## src/rtl/bridge_pkg.sv

```systemverilog
// Package: bridge_pkg
// Shared constants and the APB master state type for the AHB-to-APB bridge.
//   ADDR_W  - AHB/APB address width
//   DATA_W  - AHB/APB write data width
//   NSLV    - number of APB slaves (width of the one-hot select)
//   state_e - APB master FSM states
package bridge_pkg;

  localparam int ADDR_W = 32;
  localparam int DATA_W = 32;
  localparam int NSLV   = 3;

  typedef enum logic [2:0] {
    IDLE     = 3'd0,
    WWAIT    = 3'd1,
    READ     = 3'd2,
    WRITE    = 3'd3,
    WRITEP   = 3'd4,
    RENABLE  = 3'd5,
    WENABLE  = 3'd6,
    WENABLEP = 3'd7
  } state_e;

endpackage

```

## src/rtl/apb_controller.sv

```systemverilog
// Module: apb_controller
// APB master FSM of the AHB-to-APB bridge. Turns qualified AHB transfers
// (plus their pipelined address/data copies) into two-cycle APB setup/enable
// accesses and stalls the AHB side with hready_out while a setup is in flight.
// Ports:
//   hclk        - clock, all state on posedge
//   hresetn     - synchronous active-low reset
//   valid       - qualified AHB transfer in bridge range
//   hwrite      - current-cycle AHB write flag
//   hwrite_reg  - hwrite delayed two cycles
//   haddr       - current AHB address; haddr_1/haddr_2 delayed 1/2 cycles
//   hwdata      - current AHB write data; hwdata_1 delayed 1 cycle
//   tempselx    - one-hot slave decode of haddr
//   pselx, penable, pwrite, paddr, pwdata - registered APB master outputs
//   hready_out  - registered AHB ready
module apb_controller
  import bridge_pkg::*;
#(
  parameter int ADDR_W = bridge_pkg::ADDR_W,
  parameter int DATA_W = bridge_pkg::DATA_W,
  parameter int NSLV   = bridge_pkg::NSLV
) (
  input  logic              hclk,
  input  logic              hresetn,
  input  logic              valid,
  input  logic              hwrite,
  input  logic              hwrite_reg,
  input  logic [ADDR_W-1:0] haddr,
  input  logic [ADDR_W-1:0] haddr_1,
  input  logic [ADDR_W-1:0] haddr_2,
  input  logic [DATA_W-1:0] hwdata,
  input  logic [DATA_W-1:0] hwdata_1,
  input  logic [NSLV-1:0]   tempselx,
  output logic [NSLV-1:0]   pselx,
  output logic              penable,
  output logic              pwrite,
  output logic [ADDR_W-1:0] paddr,
  output logic [DATA_W-1:0] pwdata,
  output logic              hready_out
);

  state_e              state_r;
  state_e              next_state_s;
  logic [NSLV-1:0]     sel_r;
  logic [NSLV-1:0]     sel_next_s;
  logic [NSLV-1:0]     pselx_s;
  logic                penable_s;
  logic                pwrite_s;
  logic [ADDR_W-1:0]   paddr_s;
  logic [DATA_W-1:0]   pwdata_s;
  logic                hready_s;

  // Next-state decode.
  always_comb begin
    next_state_s = IDLE;
    case (state_r)
      IDLE, RENABLE, WENABLE: begin
        if (valid && hwrite) begin
          next_state_s = WWAIT;
        end else if (valid) begin
          next_state_s = READ;
        end else begin
          next_state_s = IDLE;
        end
      end
      WWAIT: begin
        if (valid) begin
          next_state_s = WRITEP;
        end else begin
          next_state_s = WRITE;
        end
      end
      READ:    next_state_s = RENABLE;
      WRITE: begin
        if (valid) begin
          next_state_s = WENABLEP;
        end else begin
          next_state_s = WENABLE;
        end
      end
      WRITEP:  next_state_s = WENABLEP;
      WENABLEP: begin
        // A pending read in the pipeline takes priority over further writes.
        if (!hwrite_reg) begin
          next_state_s = READ;
        end else if (valid) begin
          next_state_s = WRITEP;
        end else begin
          next_state_s = WRITE;
        end
      end
      default: next_state_s = IDLE;
    endcase
  end

  // Slave select capture: the decode is taken when a new read or write starts.
  always_comb begin
    if ((next_state_s == READ) || (next_state_s == WWAIT)) begin
      sel_next_s = tempselx;
    end else begin
      sel_next_s = sel_r;
    end
  end

  // Output values for the state being entered; anything not reloaded holds.
  always_comb begin
    pselx_s   = pselx;
    penable_s = penable;
    pwrite_s  = pwrite;
    paddr_s   = paddr;
    pwdata_s  = pwdata;
    hready_s  = hready_out;
    case (next_state_s)
      IDLE, WWAIT: begin
        pselx_s   = '0;
        penable_s = 1'b0;
        hready_s  = 1'b1;
      end
      READ: begin
        // Uses the select being captured this edge, not the stale one.
        pselx_s   = sel_next_s;
        penable_s = 1'b0;
        pwrite_s  = 1'b0;
        paddr_s   = haddr;
        hready_s  = 1'b0;
      end
      WRITE, WRITEP: begin
        pselx_s   = sel_next_s;
        penable_s = 1'b0;
        pwrite_s  = 1'b1;
        hready_s  = 1'b0;
        // In the pipelined path the address/data are one stage further back.
        if (state_r == WENABLEP) begin
          paddr_s  = haddr_2;
          pwdata_s = hwdata_1;
        end else begin
          paddr_s  = haddr_1;
          pwdata_s = hwdata;
        end
      end
      RENABLE, WENABLE, WENABLEP: begin
        penable_s = 1'b1;
        hready_s  = 1'b1;
      end
      default: begin
        pselx_s   = '0;
        penable_s = 1'b0;
        hready_s  = 1'b1;
      end
    endcase
  end

  // State, captured select and registered APB/AHB outputs.
  always_ff @(posedge hclk) begin
    if (!hresetn) begin
      state_r    <= IDLE;
      sel_r      <= '0;
      pselx      <= '0;
      penable    <= 1'b0;
      pwrite     <= 1'b0;
      paddr      <= '0;
      pwdata     <= '0;
      hready_out <= 1'b1;
    end else begin
      state_r    <= next_state_s;
      sel_r      <= sel_next_s;
      pselx      <= pselx_s;
      penable    <= penable_s;
      pwrite     <= pwrite_s;
      paddr      <= paddr_s;
      pwdata     <= pwdata_s;
      hready_out <= hready_s;
    end
  end

endmodule

```

## config.mk

```make
export PLATFORM = sky130hd
export DESIGN_NAME = apb_controller
export DESIGN_NICKNAME = d
export VERILOG_FILES = /design/src/rtl/bridge_pkg.sv /design/src/rtl/apb_controller.sv
export SDC_FILE = /design/constraint.sdc
export NUM_CORES = 1
export LEC_CHECK = 0
export CORE_ASPECT_RATIO = 1.1
export CORE_UTILIZATION = 34
export CTS_CLUSTER_SIZE = 8
export DETAILED_ROUTE_END_ITERATION = 12
export PLACE_DENSITY = 0.74
export SYNTH_ARGS = -nofsm -noshare
export SYNTH_HDL_FRONTEND = slang
export SYNTH_SLANG_ARGS = --single-unit
```

## constraint.sdc

```tcl
create_clock -name hclk -period 1.45 [get_ports hclk]
set_clock_uncertainty 0.05 [all_clocks]
set_input_delay 0.2175 -clock hclk [delete_from_list [all_inputs] [get_ports hclk]]
set_output_delay 0.2175 -clock hclk [all_outputs]
set_load 0.01 [all_outputs]
```

### Metal layers overlaid, run 1

(2 px per um)
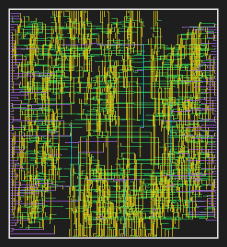
| colour | layer | wire length |
|---|---|---|
| purple | metal 3 | 1250 um |
| green | metal 1 | 5970 um |
| yellow | metal 2 | 7690 um |
| cyan | metal 4 | 192 um |
wire length per cell: 17.41 um
Total GRT Usage: 24.97%
total wire length: 15100 um
Vias: 4480

### Selected gate families, run 1

(2 px per um)
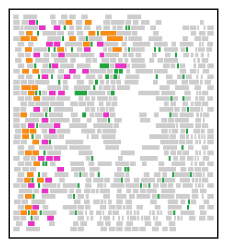
| colour | family | cells |
|---|---|---|
| orange | multiplexers | 35 |
| magenta | AND-OR and OR-AND gates | 35 |
| green | NAND gates | 78 |
multi-input combinational area share: 32.08%
Cell Count, Final, Fillers Out: 867
most frequent logic cell in the layout: clkdlybuf4s50_1

==> reports/results.txt, run 1 <==
Tap cells: 147
Area growth syn-to-layout: 92.07%
Leak: 3.558 nW
Root Driver: clkbuf_16
Worst IR Drop VDD: 0.0006551 V
NetSw: 0.002974 W
Final Wtd Congestion: 0.8390
Fp util: 35.13%
Post-synth EDFFs: 0
Family with the most delay on the worst path: simple AND/OR/NAND/NOR gates
Sw Share: 33.08%
CP startpoint: state_r[1]
Source of the worst hold timing path: hresetn
Fin Hold WS: 0.1390 ns
Worst Hold End: hready_out
Final non-filler cell area: 0.007395 mm2
Dominant flop cell: dfxtp_1
Buffers on Ports: 237
RSZ-0062 raised after global routing: true
Synth logic family: AND-OR/OR-AND gates
Ys cells: 459
Chip Area: 0.01175 mm2
Most used routing layer: met2
Setup tns final: -5.003 ns
Via/cell ratio: 5.167
Worst r2r src: state_r[1]
Met1 Use GR: 27.13%
Met2 WL: 7687 um
Nets: 882
CTS Buffer Depth: 2
Num CTS Buffers: 9
Signal buffers share of area: 40.27%
Final Hold Viols: 0
Pin count of the biggest net entering global routing: 34
Vias in the first global route: 4396
Yosys warns: 0
Synth Seq Share: 39.52%
Number of cells on the critical path: 7
Comb. pwr: 0.00389 W
Core area: 0.01096 mm2
FILL cells: 903
Final min period: 1.570 ns
Setup ws final: -0.1205 ns
Reg power frac: 30.0%
Critical Path AT: 1.73 ns
Critical path peak fanout: 8
Clock buf/inv share: 4.298%
Log Warnings: 29
Mux cell area share: 9.100%
Power Total: 0.008990 W
Tightest Pin Transition: 0.4568 ns
Cell Type Count: 30
GRT met3 Usage: 6.801%
Net Count, Synth: 627
Crit start category: flip-flop
Setup slack, reg-to-reg: -0.12 ns
Placed cell areas: 0.006528 mm2
Pwr per Cell Area: 1216 mW/mm2
Clock group: 0.00240 W
Met2 Use GR: 47.02%
Logic pwr share: 43.3%
Layout cells sized above 1: 16.69%
Crit path largest cell delay: 0.37 ns
# setup viols final: 71
Top cells excl fill/tap: clkdlybuf4s50_1, dfxtp_1, nand2_1, dlygate4sd2_1, nor2_1
Adder-cell share of the synthesized area: 0%
Ao+oa area frac: 29.51%
Ant diodes: 1
Largest power group: combinational logic
Synth Area in Simple Gates: 15.96%
Top cells by count, synth: dfxtp_1, nand2_1, nor2_1
Signal buffers: 287
Worst reg-to-reg path cell count: 7
First-pass GRT wire length: 22170 um
Xor+xnor area frac: 0.2275%
Yosys top cell by area: dfxtp_1
DR WL met3: 1247 um
Setup WS pre-CTS: -0.4318 ns
Violated checks: negative setup slack
Clk pwr share: 26.7%
Async SR Flop Fraction: 0%
Synth Area per Inst: 8.388 um2
Worst Setup EP: paddr[20]
Initial antenna violation count: 1
Wl on met1: 5971 um
Max Used Layer: met4
Worst-path cell chain: buf_6 > buf_6 > or2_4 > nor2_1 > a21oi_1 > o221ai_1 > a21boi_1
Outcome: finished with violations
H-tree depth: 3
Fin util: 67.47%
Register area: 0.001533 mm2
Top cells, area: dfxtp_1, mux2i_1, o211a_1
# DRC: 0
Max-slew violation count: 0
Tcrit/Tclk final: 108.3%
CP Buf/Inv Count: 2
Die W: 103.5 um
Antenna Violating Nets Remaining: 0
Area reported by Yosys stat: 0.003850 mm2
Flop share of the area: 20.73%
Fmax: 636.8 MHz
Row count: 40
GRT overflow: 0
CTS tree: done
Headroom to the max-slew limit: 69.55%
Number of gates resized after CTS: 112
Initial DRT Pass Iterations: 4
Seq group: 0.00270 W
Worst path slowest cell: dfxtp_4
# clock sinks: 76
Hold Crit Class: primary input to flip-flop
Top class by area: non-clock buffers
Hold buffers post-CTS: 0
Element type at the critical path end: flip-flop
Top cell by count, worst path: buf_6
Number of logic gates: 338
Invs w/o clock: 2
Hold depth: 2
Post-synth regs: 76
### The clock network, run 1

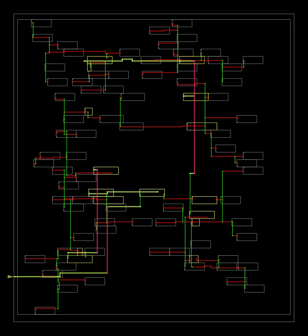
worst-skew pair later-pin latency: 0.33 ns
Flop Count: 76

==> run 1 -> run 2 <==
--- a/config.mk
+++ b/config.mk
@@ -6,10 +6,11 @@
 export NUM_CORES = 1
 export LEC_CHECK = 0
 export CORE_ASPECT_RATIO = 1.1
-export CORE_UTILIZATION = 34
+export CORE_UTILIZATION = 35
 export CTS_CLUSTER_SIZE = 8
 export DETAILED_ROUTE_END_ITERATION = 12
-export PLACE_DENSITY = 0.74
+export DONT_BUFFER_PORTS = 1
+export PLACE_DENSITY = 0.47
 export SYNTH_ARGS = -nofsm -noshare
 export SYNTH_HDL_FRONTEND = slang
 export SYNTH_SLANG_ARGS = --single-unit
==> reports/results.txt, run 2 <==
Total GRT Usage: 18.99%
Tcrit/Tclk final: 108.8%
Initial antenna violation count: 0
Placed cell areas: 0.004207 mm2
Register area: 0.001533 mm2
Vias in the first global route: 3318
Setup tns final: -5.117 ns
Cell Count, Final, Fillers Out: 642
Clk pwr share: 29.0%
Area reported by Yosys stat: 0.003850 mm2
Synth Seq Share: 39.52%
Comb. pwr: 0.00299 W
Die W: 102 um
Yosys warns: 0
CP Buf/Inv Count: 3
Core area: 0.01054 mm2
Number of cells on the critical path: 7
First-pass GRT wire length: 16480 um
Log Warnings: 31
Flop Count: 76
Initial DRT Pass Iterations: 4
Worst Hold End: hready_out
Final Wtd Congestion: 0.7498
Violated checks: negative hold slack, negative setup slack
Async SR Flop Fraction: 0%
Area growth syn-to-layout: 39.19%
# setup viols final: 71
Met1 Use GR: 20.56%
Top cells excl fill/tap: dfxtp_1, nor2_1, nand2_1, a21oi_1, o211a_1
Power Total: 0.008381 W
Post-synth regs: 76
Outcome: finished with violations
Top cell by count, worst path: buf_4
Crit path largest cell delay: 0.37 ns
Max Used Layer: met4
Worst-path cell chain: buf_4 > buf_4 > nand3_4 > clkbuf_16 > mux2i_2 > nand2_2 > o211a_1
Element type at the critical path end: flip-flop
Fp util: 36.53%
Dominant flop cell: dfxtp_1
NetSw: 0.002752 W
Final min period: 1.577 ns
Xor+xnor area frac: 0.2275%
Worst r2r src: state_r[0]
Number of gates resized after CTS: 36
Max-slew violation count: 0
Setup ws final: -0.1272 ns
Largest power group: combinational logic
Critical path peak fanout: 6
Headroom to the max-slew limit: 72.27%
Crit start category: flip-flop
Setup WS pre-CTS: -0.2405 ns
Signal buffers share of area: 17.58%
Fin util: 50.84%
Synth Area per Inst: 8.388 um2
Worst-skew pair later-pin latency: 0.33 ns
DR WL met3: 907 um
Ao+oa area frac: 29.51%
Critical Path AT: 1.74 ns
Top class by area: multi-input combinational cells
Wire length per cell: 19.19 um
Pwr per Cell Area: 1564 mW/mm2
Post-synth EDFFs: 0
Leak: 2.440 nW
Tightest Pin Transition: 0.4160 ns
Hold Crit Class: primary input to flip-flop
Worst reg-to-reg path cell count: 7
Invs w/o clock: 2
Row count: 39
Logic pwr share: 35.7%
Setup slack, reg-to-reg: -0.13 ns
Net Count, Synth: 627
Via/cell ratio: 5.556
Most used routing layer: met2
Fin Hold WS: -0.04608 ns
Worst path slowest cell: dfxtp_4
Signal buffers: 68
Synth logic family: AND-OR/OR-AND gates
GRT overflow: 0
Tap cells: 143
Flop share of the area: 28.60%
Cell Type Count: 30
Pin count of the biggest net entering global routing: 74
RSZ-0062 raised after global routing: true
Wl on met1: 4661 um
Clock buf/inv share: 6.094%
Ant diodes: 0
CP startpoint: state_r[0]
Number of logic gates: 337
H-tree depth: 3
Root Driver: clkbuf_16
Adder-cell share of the synthesized area: 0%
Synth Area in Simple Gates: 15.96%
Ys cells: 459
Final Hold Viols: 26
Multi-input combinational area share: 44.24%
# DRC: 0
Worst IR Drop VDD: 0.0006015 V
Hold depth: 1
### Metal 3, run 2

(4 px per um)
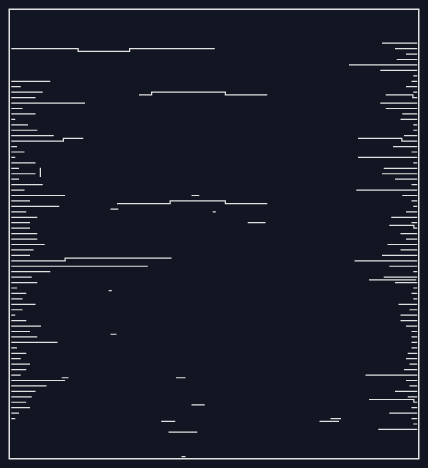
share of all routed wire: 7.4%
longest straight run: 33.8 um
main direction: horizontal
nets with wire on the layer: 144
total wire length: 12320 um
GRT met3 Usage: 5.524%
Vias: 3567

### The clock network, run 2

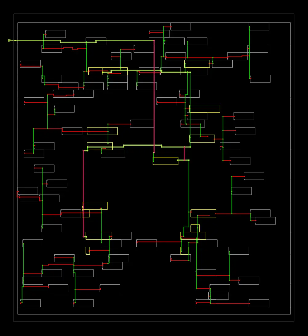
Clock group: 0.00243 W
Clock Buffer Count: 11
# clock sinks: 76
Num CTS Buffers: 9

Power is estimated from default activity; no workload was simulated.
